## config.mk

```make
export PLATFORM = sky130hd
export DESIGN_NAME = max7219_row_sender
export DESIGN_NICKNAME = d
export VERILOG_FILES = /design/src/rtl/max7219_row_sender.sv
export SDC_FILE = /design/constraint.sdc
export NUM_CORES = 1
export LEC_CHECK = 0
export ABC_AREA = 1
export CAP_MARGIN = 40
export CORE_AREA = 2 2 80 63
export CTS_BUF_LIST = sky130_fd_sc_hd__clkbuf_16
export CTS_CLUSTER_SIZE = 30
export DETAILED_ROUTE_END_ITERATION = 10
export DIE_AREA = 0 0 82 65
export PLACE_DENSITY = 0.78
export SLEW_MARGIN = 20
export SYNTH_ARGS = -nofsm -noshare
export SYNTH_HDL_FRONTEND = slang
export SYNTH_SLANG_ARGS = --single-unit
```

## constraint.sdc

```tcl
create_clock -name clk -period 1.9 [get_ports clk]
set_clock_uncertainty 0.2 [all_clocks]
set_input_delay 0.38 -clock clk [delete_from_list [all_inputs] [get_ports clk]]
set_output_delay 0.38 -clock clk [all_outputs]
set_load 0.005 [all_outputs]
```

## src/rtl/max7219_row_sender.sv

```systemverilog
// rtl/max7219_row_sender.sv - MAX7219 frame sender: one-time init words, then 8 row words from an image mux.
// All serial outputs are registered from the next state so they are glitch-free within a phase.
module max7219_row_sender #(
  parameter int CLK_DIV = 4
) (
  input  logic       clk,
  input  logic       reset,
  input  logic       start,
  output logic [2:0] act_add,
  input  logic [7:0] max_in,
  output logic       din,
  output logic       sclk,
  output logic       load,
  output logic       busy,
  output logic       done
);

  typedef enum logic [2:0] {
    IDLE,
    LOAD_WORD,
    SHIFT_LO,
    SHIFT_HI,
    LATCH
  } state_t;

  localparam logic [7:0] DIV_LAST  = 8'(CLK_DIV - 1);
  localparam logic [3:0] FIRST_ROW = 4'd5;
  localparam logic [3:0] LAST_WORD = 4'd12;

  state_t      state_q, state_d;
  logic [7:0]  div_q, div_d;
  logic [3:0]  bit_q, bit_d;
  logic [15:0] shreg_q, shreg_d;
  logic [3:0]  word_q, word_d;
  logic        init_sent_q, init_sent_d;
  logic [2:0]  act_add_q, act_add_d;
  logic        din_q, din_d;
  logic        sclk_q, sclk_d;
  logic        load_q, load_d;
  logic        busy_q, busy_d;
  logic        done_q, done_d;

  logic        phase_end;
  logic [3:0]  row_addr;
  logic [15:0] word_val;

  // Words 0..4 are the init sequence; words 5..12 are rows 0..7 (addr 1..8).
  assign row_addr  = word_q - 4'd4;
  assign phase_end = (div_q == DIV_LAST);

  always_comb begin
    word_val = {4'b0000, row_addr, max_in};
    case (word_q)
      4'd0:    word_val = 16'h0900;
      4'd1:    word_val = 16'h0A08;
      4'd2:    word_val = 16'h0B07;
      4'd3:    word_val = 16'h0C01;
      4'd4:    word_val = 16'h0F00;
      default: word_val = {4'b0000, row_addr, max_in};
    endcase
  end

  always_comb begin
    state_d     = state_q;
    div_d       = 8'd0;
    bit_d       = bit_q;
    shreg_d     = shreg_q;
    word_d      = word_q;
    init_sent_d = init_sent_q;
    act_add_d   = act_add_q;
    done_d      = 1'b0;

    case (state_q)
      IDLE: begin
        if (start) begin
          state_d = LOAD_WORD;
          word_d  = init_sent_q ? FIRST_ROW : 4'd0;
        end
      end

      LOAD_WORD: begin
        shreg_d = word_val;
        bit_d   = 4'd15;
        state_d = SHIFT_LO;
      end

      SHIFT_LO: begin
        if (phase_end) begin
          state_d = SHIFT_HI;
        end else begin
          div_d = div_q + 8'd1;
        end
      end

      SHIFT_HI: begin
        if (phase_end) begin
          if (bit_q == 4'd0) begin
            state_d = LATCH;
          end else begin
            bit_d   = bit_q - 4'd1;
            shreg_d = {shreg_q[14:0], 1'b0};
            state_d = SHIFT_LO;
          end
        end else begin
          div_d = div_q + 8'd1;
        end
      end

      LATCH: begin
        if (phase_end) begin
          // Row select moves only here so the mux output settles before the next LOAD_WORD.
          act_add_d = (word_q >= 4'd4 && word_q != LAST_WORD) ? (word_q[2:0] - 3'd4) : 3'd0;
          if (word_q == LAST_WORD) begin
            state_d     = IDLE;
            done_d      = 1'b1;
            init_sent_d = 1'b1;
          end else begin
            word_d  = word_q + 4'd1;
            state_d = LOAD_WORD;
          end
        end else begin
          div_d = div_q + 8'd1;
        end
      end

      default: state_d = IDLE;
    endcase

    din_d  = ((state_d == SHIFT_LO) || (state_d == SHIFT_HI)) ? shreg_d[15] : 1'b0;
    sclk_d = (state_d == SHIFT_HI);
    load_d = (state_d == IDLE) || (state_d == LATCH);
    busy_d = (state_d != IDLE);
  end

  always_ff @(posedge clk or posedge reset) begin
    if (reset) begin
      state_q     <= IDLE;
      div_q       <= 8'd0;
      bit_q       <= 4'd0;
      shreg_q     <= 16'd0;
      word_q      <= 4'd0;
      init_sent_q <= 1'b0;
      act_add_q   <= 3'd0;
      din_q       <= 1'b0;
      sclk_q      <= 1'b0;
      load_q      <= 1'b1;
      busy_q      <= 1'b0;
      done_q      <= 1'b0;
    end else begin
      state_q     <= state_d;
      div_q       <= div_d;
      bit_q       <= bit_d;
      shreg_q     <= shreg_d;
      word_q      <= word_d;
      init_sent_q <= init_sent_d;
      act_add_q   <= act_add_d;
      din_q       <= din_d;
      sclk_q      <= sclk_d;
      load_q      <= load_d;
      busy_q      <= busy_d;
      done_q      <= done_d;
    end
  end

  assign act_add = act_add_q;
  assign din     = din_q;
  assign sclk    = sclk_q;
  assign load    = load_q;
  assign busy    = busy_q;
  assign done    = done_q;

endmodule

```

Fig. 1: run 1, PDN straps and rails
The bar under the picture is 20 um long. Pins as bars on the die edge. Tap cells in gray.
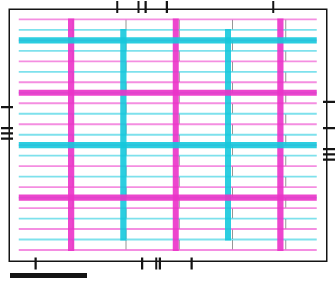
Key: cyan = VDD; magenta = VSS
19 signal pins sit on the boundary. 23 met1 rails follow the rows. The core has 22 rows.
Vert. Die Dim: 65 um
Peak VDD IR: 0.000343 V
core area: 4620 um^2
Die Wd: 82 um

Fig. 2: run 1, placement by cell class
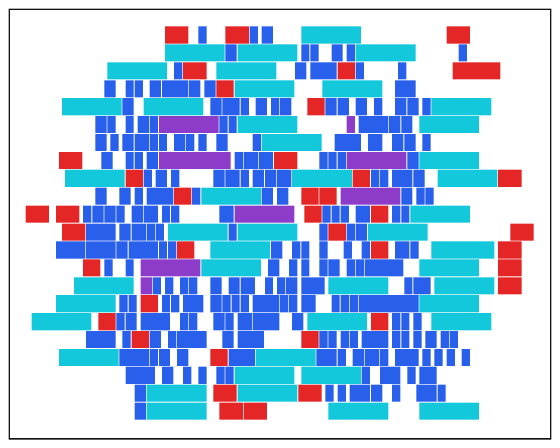
Key: blue = remaining logic cells [cells 239, share of their area 44%]; purple = clock drivers and dummy loads [cells 8, share of their area 5.7%]; red = remaining buffers and delay cells [cells 39, share of their area 12%]; cyan = sequential cells [cells 44, share of their area 38%]

==> results.yml, run 1 <==
# implementation run metrics
placement:
  dp_slack_ps: 15.2
  dp.cells: 377
  place.gp.congestion: 0.870
  dpl.hpwl_mm: 3.58
  io_buffer_count: 18
finish:
  inverters: 25
  buffer_area_share_pct: 11.8
  areaGrowthSynthToFinish_pct: 24.0
  drive_gt1_share_pct: 16.7
  clockBufferCount: 5
  seq_share_pct: 37.3
  final_nets: 351
  final_area_um2: 2960
  nFillCells: 383
  logic_gate_count: 214
  fin_util_pct: 63.9
  comb_area_share_pct: 39.6
  largest_class: "logic gates"
  n_all_buffers: 39
  logic_area_um2: 1170
critical_path:
  r2r_setup_slack_ps: 90
  critical_path.cell_chain: "clkdlybuf4s50_1"
  crit_arrival_ps: 1270
  crit_path_end_kind: "output port"
  worstSetupStartpointType: "flop"
  critical-path-top-delay-family: "flip-flops"
  worstRegToRegCells: 9
  cp.required_ps: 1320
  r2r-start: "word_q[2]$_DFFE_PP0P_"
  critPathMaxFanout: 1
  cp_slowest_cell: "dfstp_2"
  r2r_end: "shreg_q[11]$_DFFE_PP0P_"
  slowest_delay_ps: 510
yosys:
  synth_cells: 288
  yosys-mux-area-fraction_pct: 0
  flop_cell: "dfrtp_1"
  top_area_cell: "dfrtp_1"
  synth_warnings: 0
  top_cells_by_area: "dfrtp_1, nand2_1, nand3_1"
  synthDominantCellAreaShare_pct: 45.1
  ys_ff: 44
  top_logic_kind: "simple AND/OR/NAND/NOR gates"
  synth-xor-area-share_pct: 2.57
  postSynthSeqShare_pct: 46.2
  ys_sh_aoi_pct: 4.25
  ys_sh_simple_pct: 35.6
  yosys_area_um2: 2380
  most_common_cell: "nand2_1"
  synth_nets: 310
  synthDistinctLibCells: 27
  syn_area_per_cell_um2: 8.28
  edf_count: 0
power:
  internal_power_mw: 1.57
  p_leak_nw: 1.50
  power.clock.fraction_pct: 49.4
  power.density_nw_per_um2: 657
  pwr-share-comb_pct: 2.3
  switching_share_pct: 19.0
  finalPower_mw: 1.94
grt:
  grt_use_met3_pct: 3.90
  grt.busiest_layer: "met2"
  antenna_found_initial: 0
  grtUsageMet2_pct: 32.6
clock_network:
  hold_buffers: 0
  clockBufferDepth: 2
  numCtsBuffers: 5
  cts-root-buf: "clkbuf_16"
  tritoncts: "built"
  clkSinkCount: 44
  path_clk_slew_ps: 60
routing:
  dr_wl_met3_um: 197
  route.met2.wl_mm: 2.41
  drt_iter0_markers: 151
  wl_met1_mm: 2.48
  drc_errors: 0
  ant_nets: 0
  wl_mm: 5.14
floorplanning:
  num_rows: 22
  die_area_um2: 5330
  boundaryPins: 19
  fp_util_pct: 51.6
  well_tap_count: 60
final_timing:
  max_freq_ghz: 0.539
  fin_crit_ps: 1850
  tightest_slew_ps: 277
  whs_ps: 242
  setup_ws_ps: 45.1
  hold_violations: 0
  setup_viol_count_final: 0
run_status:
  outcome: "complete, no violations"
flow_run:
  max_cap_viol_count: 0
  log.warning_count: 33
hold_path:
  hp-class: "in2async"
Fig. 3: run 1, routed clock nets over the placement
The bar under the picture is 20 um long.
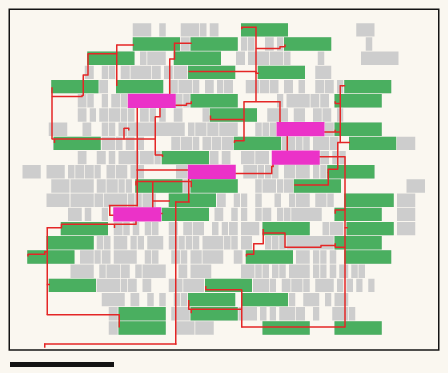
Key: red = clock wires [length 537 um]; magenta = clock-net drivers [count 5]; green = flip-flops [count 44]
Position of the flops: widely spread.

-- run 1: cells in the final DEF (no fill, tap or decap), types with 5 or more instances in the layout --
cell	count
xor2_1	5
nand3_1	48
nor2_1	22
nand2_2	6
dfrtp_1	43
buf_4	20
inv_2	5
nor2_4	6
clkdlybuf4s50_1	18
nand4_1	7
o21ai_0	11
inv_1	20
nand2_1	78
ha_1	10
clkbuf_16	5
-- run 1: registers in the layout, indices dropped and copies added, names as in the netlist --
register	flops
done	1
sclk	1
din	1
word_q	4
shreg_q	16
act_add	3
div_q	8
init_sent_q	1
bit_q	4
state_q	3
load	1
busy	1
-- run 1: power by group through the flow --
stage               clock network (mW)  logic, mW  registers [mW]
finish                           0.959     0.0454           0.937
global route                      1.02     0.0507           0.936
CTS                              0.966     0.0463           0.937
detailed placement                   0     0.0462           0.954
global placement                     0     0.0465           0.954
floorplan                            0     0.0141           0.954
-- run 1: worst max path at each step --
stage / start / to / slack (ps) / cells after the start
6_report: load$_DFF_PP1_ / load / 50 / 1
5_1_grt: div_q[1]$_DFF_PP0_ / shreg_q[6]$_DFFE_PP0P_ / -20 / 8
4_1_cts: load$_DFF_PP1_ / load / 40 / 1
3_5_place_dp: word_q[2]$_DFFE_PP0P_ / shreg_q[6]$_DFFE_PP0P_ / 20 / 9
3_3_place_gp: word_q[2]$_DFFE_PP0P_ / shreg_q[5]$_DFFE_PP0P_ / 110 / 9
2_1_floorplan: word_q[2]$_DFFE_PP0P_ / shreg_q[5]$_DFFE_PP0P_ / 150 / 9
-- run 1: timing repair --
item | CTS | global route
gates resized | 0 | 5
setup buffers | 2 | 3
pin swaps | 0 | 3
setup endpoints to repair | 4 | 13
hold endpoints to repair | 0 | 0
==> run 2: changes to the inputs <==
--- a/config.mk
+++ b/config.mk
@@ -7,13 +7,12 @@
 export LEC_CHECK = 0
 export ABC_AREA = 1
 export CAP_MARGIN = 40
-export CORE_AREA = 2 2 80 63
+export CORE_AREA = 2 2 82 64
 export CTS_BUF_LIST = sky130_fd_sc_hd__clkbuf_16
 export CTS_CLUSTER_SIZE = 30
 export DETAILED_ROUTE_END_ITERATION = 10
-export DIE_AREA = 0 0 82 65
+export DIE_AREA = 0 0 84 66
 export PLACE_DENSITY = 0.78
-export SLEW_MARGIN = 20
 export SYNTH_ARGS = -nofsm -noshare
 export SYNTH_HDL_FRONTEND = slang
 export SYNTH_SLANG_ARGS = --single-unit
==> constraint.sdc (replaced) <==
create_clock -name clk -period 1.7 [get_ports clk]
set_clock_uncertainty 0.2 [all_clocks]
set_input_delay 0.34 -clock clk [delete_from_list [all_inputs] [get_ports clk]]
set_output_delay 0.34 -clock clk [all_outputs]
set_load 0.005 [all_outputs]
Fig. 4: run 2, clock routing
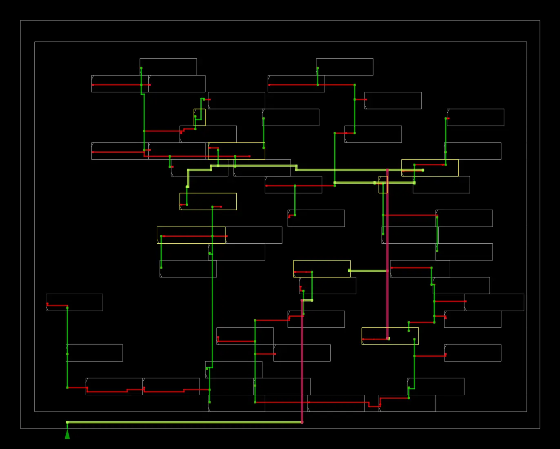
clock latency on the worst-skew pair: 280 ps
Clock buffer cells: 5
cts bufs inserted: 5
P_clk: 1.07 mW

Fig. 5: run 2, PDN straps and rails
The bar under the picture is 20 um long. Pins as bars on the die edge. Tap cells in gray.
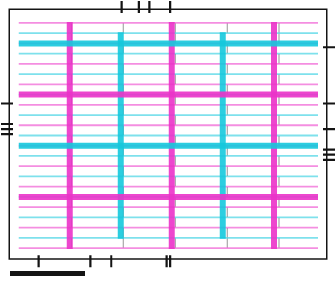
Key: cyan = VDD; magenta = VSS
4 straps on met5. 23 met1 rails follow the rows.
Peak VDD IR: 0.000605 V
core area: 4760 um^2

==> results.yml, run 2 <==
# implementation run metrics
run_status:
  outcome: "complete, no violations"
grt:
  grt_use_met1_pct: 27.2
  track_usage_pct: 19.2
  antenna_found_initial: 0
  grt_pass1_vias: 1895
  grtUsageMet2_pct: 29.7
  grt.busiest_layer: "met2"
  grt_use_met3_pct: 4.24
placement:
  dp.cells: 382
  dpl.hpwl_mm: 3.46
  io_buffer_count: 18
  dp_slack_ps: -20.6
  dpl_cell_area_um2: 2790
  place.gp.congestion: 0.932
critical_path:
  slowest_delay_ps: 400
  cp.required_ps: 1720
  cp_slowest_cell: "dfrtp_1"
  critical_path.cell_chain: "buf_6, ha_4, nand2_4, nand2_4, nor2_4, buf_6, nand3_2, nand2_1, nand2_1, nand3_1"
  r2r_end: "shreg_q[2]$_DFFE_PP0P_"
  critPathMaxFanout: 4
  cp-startpoint: "word_q[1]$_DFFE_PP0P_"
  r2r-start: "word_q[1]$_DFFE_PP0P_"
  crit_path_end_kind: "flop"
  worstSetupStartpointType: "flop"
  crit_arrival_ps: 1710
  crit_path_end: "shreg_q[2]$_DFFE_PP0P_"
  path_class: "reg2reg"
  r2r_setup_slack_ps: 10
  worstRegToRegCells: 10
final_timing:
  setup_ws_ps: 13.5
  max_freq_ghz: 0.593
  whs_ps: 224
  tightest_slew_ps: 231
  fin_crit_ps: 1690
  rsz0062_at_grt: "yes"
  period_used_pct: 99.2
  setup-tns-final_ps: 0
  slew_headroom_pct: 84.6
  setup_viol_count_final: 0
  hold_violations: 0
yosys:
  synthDistinctLibCells: 27
  syn_area_per_cell_um2: 8.28
  synth_nets: 310
  async_flop_share_pct: 100
  synth_warnings: 0
  edf_count: 0
  ys_cells: 288
  postSynthSeqShare_pct: 46.2
  synth_cells: 288
  syn_area_um2: 2380
  yosys_area_um2: 2380
  top_area_cell: "dfrtp_1"
  synthDominantCellAreaShare_pct: 45.1
  flop_cell: "dfrtp_1"
  most_common_cell: "nand2_1"
  top_cells_by_area: "dfrtp_1, nand2_1, nand3_1"
  ys_ff: 44
flow_run:
  log.warning_count: 34
  max_cap_viol_count: 0
finish:
  fin_util_pct: 68.6
  areaGrowthSynthToFinish_pct: 37.0
  drive_gt1_share_pct: 29.6
  final_area_um2: 3270
  largest_reg_flops: 16
  regMostFlops: "shreg_q"
  final_nets: 366
  reg.largest.list: "shreg_q: 16 flops, div_q: 8 flops"
  nFillCells: 336
  layout_top_cell: "nand2_1"
  fin_cells: 405
  layout_top_cells: "nand2_1, dfrtp_1, nand3_1"
floorplanning:
  die_w_um: 84
  die_y_um: 66
  die_area_um2: 5540
  num_rows: 22
  fp_util_pct: 50.1
  boundaryPins: 19
power:
  finalPower_mw: 2.17
  power.density_nw_per_um2: 663
  internal_power_mw: 1.76
  switching_share_pct: 18.9
  pwr-share-comb_pct: 2.3
  p_leak_nw: 1.67
  p_seq_share_pct: 48.3
  switchingPower_uw: 410
  power.clock.fraction_pct: 49.4
routing:
  drt_iter0_markers: 125
  routed_via_density: 5.20
  drc_errors: 0
  wl_mm: 5.52
  ant_nets: 0
clock_network:
  clkSinkCount: 44
  clockBufferDepth: 2
  hold_buffers: 0
  tritoncts: "built"
  path_clk_slew_ps: 60
  cts-root-buf: "clkbuf_16"
hold_path:
  hp-class: "in2async"
run 2: cell types whose count changed in the layout (fill, tap and decap cells not counted), moves of 5 or more:
cell	delta
nand3_2	+6
nand2_1	-10
nand2_4	+6
ha_1	-5
nand3_1	-7
buf_4	+8
buf_6	+6
run 2: power groups by stage:
stage	registers, mW	clock network [mW]	logic [mW]
4_1_cts	1.05	1.08	0.0508
3_5_place_dp	1.07	0	0.0506
5_1_grt	1.05	1.14	0.0562
2_1_floorplan	1.07	0	0.0158
6_report	1.05	1.07	0.0496
3_3_place_gp	1.07	0	0.0507
run 2: final cells by class:
class / count / area, um^2 / share of cell area, %
Clock buffer: 5 / 125 / 3.83
Clock inverter: 3 / 38.8 / 1.19
Multi-Input combinational cell: 214 / 1330 / 40.7
Tap cell: 60 / 75.1 / 2.30
Sequential cell: 44 / 1100 / 33.8
Timing Repair Buffer: 54 / 499 / 15.3
Inverter: 25 / 96.3 / 2.95
run 2: cell families after synthesis:
| family | after synthesis | share of synthesized area [%] |
|---|---|---|
| adder cells (fa/ha/maj) | 11 | 5.77 |
| flip-flops | 44 | 46.2 |
| AND/OR/NAND/NOR | 178 | 35.6 |
| AND-OR/OR-AND | 18 | 4.25 |
| buffers and inverters | 30 | 5.61 |
| XOR/XNOR | 7 | 2.57 |
run 2: worst max-delay path, delay by kind of cell, from the launching register on:
family / cells / cell delay [ps]
fa+ha+maj: 1 / 150
buf+inv: 2 / 280
flops: 1 / 400
simple gates: 7 / 580
run 2: timing repair:
action,4_1_cts,5_1_grt
resized,3,51
gates cloned,0,0
endpoints found under the setup margin,8,30
buffers inserted,0,15
pin swaps,1,29
run 2: layer usage:
layer | wire length [um] | up-vias
li1 | - | 1048
met1 | 2530 | 996
met2 | 2630 | 51
met3 | 243 | 11
met4 | 113 | 0
met5 | 0 | -
==> run 3: changes to the inputs <==
--- a/config.mk
+++ b/config.mk
@@ -9,7 +9,7 @@
 export CAP_MARGIN = 40
 export CORE_AREA = 2 2 82 64
 export CTS_BUF_LIST = sky130_fd_sc_hd__clkbuf_16
-export CTS_CLUSTER_SIZE = 30
+export CTS_CLUSTER_DIAMETER = 200
 export DETAILED_ROUTE_END_ITERATION = 10
 export DIE_AREA = 0 0 84 66
 export PLACE_DENSITY = 0.78
Fig. 6: run 3, placement by cell class
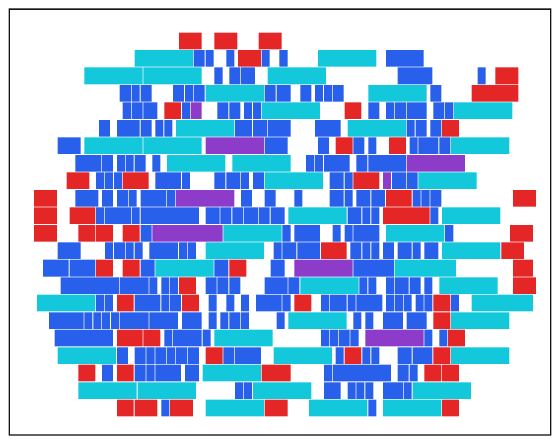
Key: purple = clock drivers and dummy loads [cells 8, share of their area 5.1%]; blue = remaining logic cells [cells 239, share of their area 45%]; cyan = sequential cells [cells 44, share of their area 35%]; red = remaining buffers and delay cells [cells 54, share of their area 16%]

Fig. 7: run 3, metal layers overlaid
The bar under the picture is 20 um long. Only two layers are drawn.
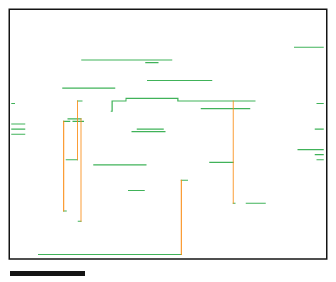
Key: orange = M4 [wire length 114 um]; green = M3 [wire length 244 um]

==> results.yml, run 3 <==
# implementation run metrics
final_timing:
  slew_headroom_pct: 84.6
  period_used_pct: 99.2
  max_freq_ghz: 0.593
  setup-tns-final_ps: 0
  rsz0062_at_grt: "yes"
  tightest_slew_ps: 231
  slew_viol_final: 0
  fin_crit_ps: 1690
  whs_ps: 224
  hold_violations: 0
  setup_ws_ps: 13.5
  setup_viol_count_final: 0
yosys:
  syn_area_um2: 2380
  flop_cell: "dfrtp_1"
  yosys_area_um2: 2380
  synth_warnings: 0
  top_cells_by_area: "dfrtp_1, nand2_1, nand3_1"
  most_common_cell: "nand2_1"
  edf_count: 0
  top_area_cell: "dfrtp_1"
  ys_cells: 288
  synthDominantCellAreaShare_pct: 45.1
  postSynthSeqShare_pct: 46.2
  synth_nets: 310
  synthDistinctLibCells: 27
  ys_ff: 44
  syn_area_per_cell_um2: 8.28
  async_flop_share_pct: 100
  synth_cells: 288
floorplanning:
  fp_util_pct: 50.1
  die_area_um2: 5540
  core_um2: 4760
  boundaryPins: 19
  num_rows: 22
  die_y_um: 66
  die_w_um: 84
finish:
  layout_top_cells: "nand2_1, dfrtp_1, nand3_1"
  areaGrowthSynthToFinish_pct: 37.0
  largest_reg_flops: 16
  regMostFlops: "shreg_q"
  layout_top_cell: "nand2_1"
  diodes: 0
  final_nets: 366
  fin_cells: 405
  reg.largest.list: "shreg_q: 16 flops, div_q: 8 flops"
  drive_gt1_share_pct: 29.6
grt:
  antenna_found_initial: 0
  grt_start_max_net_pins: 45
  grtUsageMet2_pct: 29.7
  grt_pass1_vias: 1895
  grt_use_met3_pct: 4.24
  grt_use_met1_pct: 27.2
  grt.busiest_layer: "met2"
  track_usage_pct: 19.2
flow_run:
  log.warning_count: 34
  max_cap_viol_count: 0
critical_path:
  cp-startpoint: "word_q[1]$_DFFE_PP0P_"
  r2r_setup_slack_ps: 10
  crit_arrival_ps: 1710
  worstRegToRegCells: 10
  r2r_end: "shreg_q[2]$_DFFE_PP0P_"
  cp.required_ps: 1720
  r2r-start: "word_q[1]$_DFFE_PP0P_"
  worstSetupStartpointType: "flop"
  crit_path_end_kind: "flop"
  crit_path_end: "shreg_q[2]$_DFFE_PP0P_"
  path_class: "reg2reg"
  critPathMaxFanout: 4
routing:
  ant_nets: 0
  routedWlPerCell_um: 13.6
  wl_mm: 5.52
  drc_errors: 0
  drtPass1Iterations: 4
  routed_via_density: 5.20
  drt_iter0_markers: 125
placement:
  dpl.hpwl_mm: 3.46
  io_buffer_count: 18
  place.gp.congestion: 0.932
  dp.cells: 382
  dp_slack_ps: -20.6
power:
  p_leak_nw: 1.67
  ir_worst_vdd_v: 0.000605
  finalPower_mw: 2.17
  power.density_nw_per_um2: 663
clock_network:
  worstSkewPairLatency_ps: 280
  clkSinkCount: 44
  path_clk_slew_ps: 60
  cts-root-buf: "clkbuf_16"
  tritoncts: "built"
  numCtsBuffers: 5
  clockBufferDepth: 2
hold_path:
  hp-class: "in2async"
run_status:
  outcome: "complete, no violations"
## run 3: cell counts after synthesis
Identical to the previous run, type by type.
## run 3: area by class of cell
type | count | area (um^2)
clock buffers | 5 | 125
clock inverters | 3 | 38.8
fillers | 336 | 1490
inverters | 25 | 96.3
multi-input cells | 214 | 1330
flip-flops and latches | 44 | 1100
well taps | 60 | 75.1
repair buffers | 54 | 499
## run 3: critical path: stages, from the launching register on
cell	delay, ps
dfrtp_1	400
buf_6	140
ha_4	150
nand2_4	60
nand2_4	50
nor2_4	180
buf_6	140
nand3_2	60
nand2_1	100
nand2_1	70
nand3_1	60
## run 3: cell families after synthesis
| family | synth area share (%) |
|---|---|
| adder cells (fa/ha/maj) | 5.77 |
| AND-OR/OR-AND | 4.25 |
| flip-flops | 46.2 |
| buffers and inverters | 5.61 |
| AND/OR/NAND/NOR | 35.6 |
| XOR/XNOR | 2.57 |
## run 3: timing repair
action,CTS,global route
hold buffers,0,0
cloned,0,0
endpoints found under the setup margin,8,30
pin swaps,1,29
setup buffers,0,15
gates resized,3,51
## run 3: metrics by stage
stage / cell area (um^2) / util (%)
2_1_floorplan: 2390 / -
3_3_place_gp: 2790 / 58.6
3_5_place_dp: 2790 / 58.6
4_1_cts: 2960 / 62.2
5_1_grt: 3270 / 68.6
6_report: 3270 / 68.6
## run 3: metal layers
metal,vias to the layer above,part of all wire (%)
li1,1048,-
met1,996,46
met2,51,48
met3,11,4.4
met4,0,2.0
met5,-,0
## run 3: power breakdown
| group | switching [mW] | leakage [nW] | total (mW) | internal (mW) |
|---|---|---|---|---|
| clock network | 0.385 | 0.0850 | 1.07 | 0.685 |
| registers | 0 | 0.584 | 1.05 | 1.05 |
| logic | 0.0244 | 1.00 | 0.0496 | 0.0252 |
| total | 0.410 | 1.67 | 2.17 | 1.76 |
Power figures rest on the tool's default switching activity, not on a simulated workload.
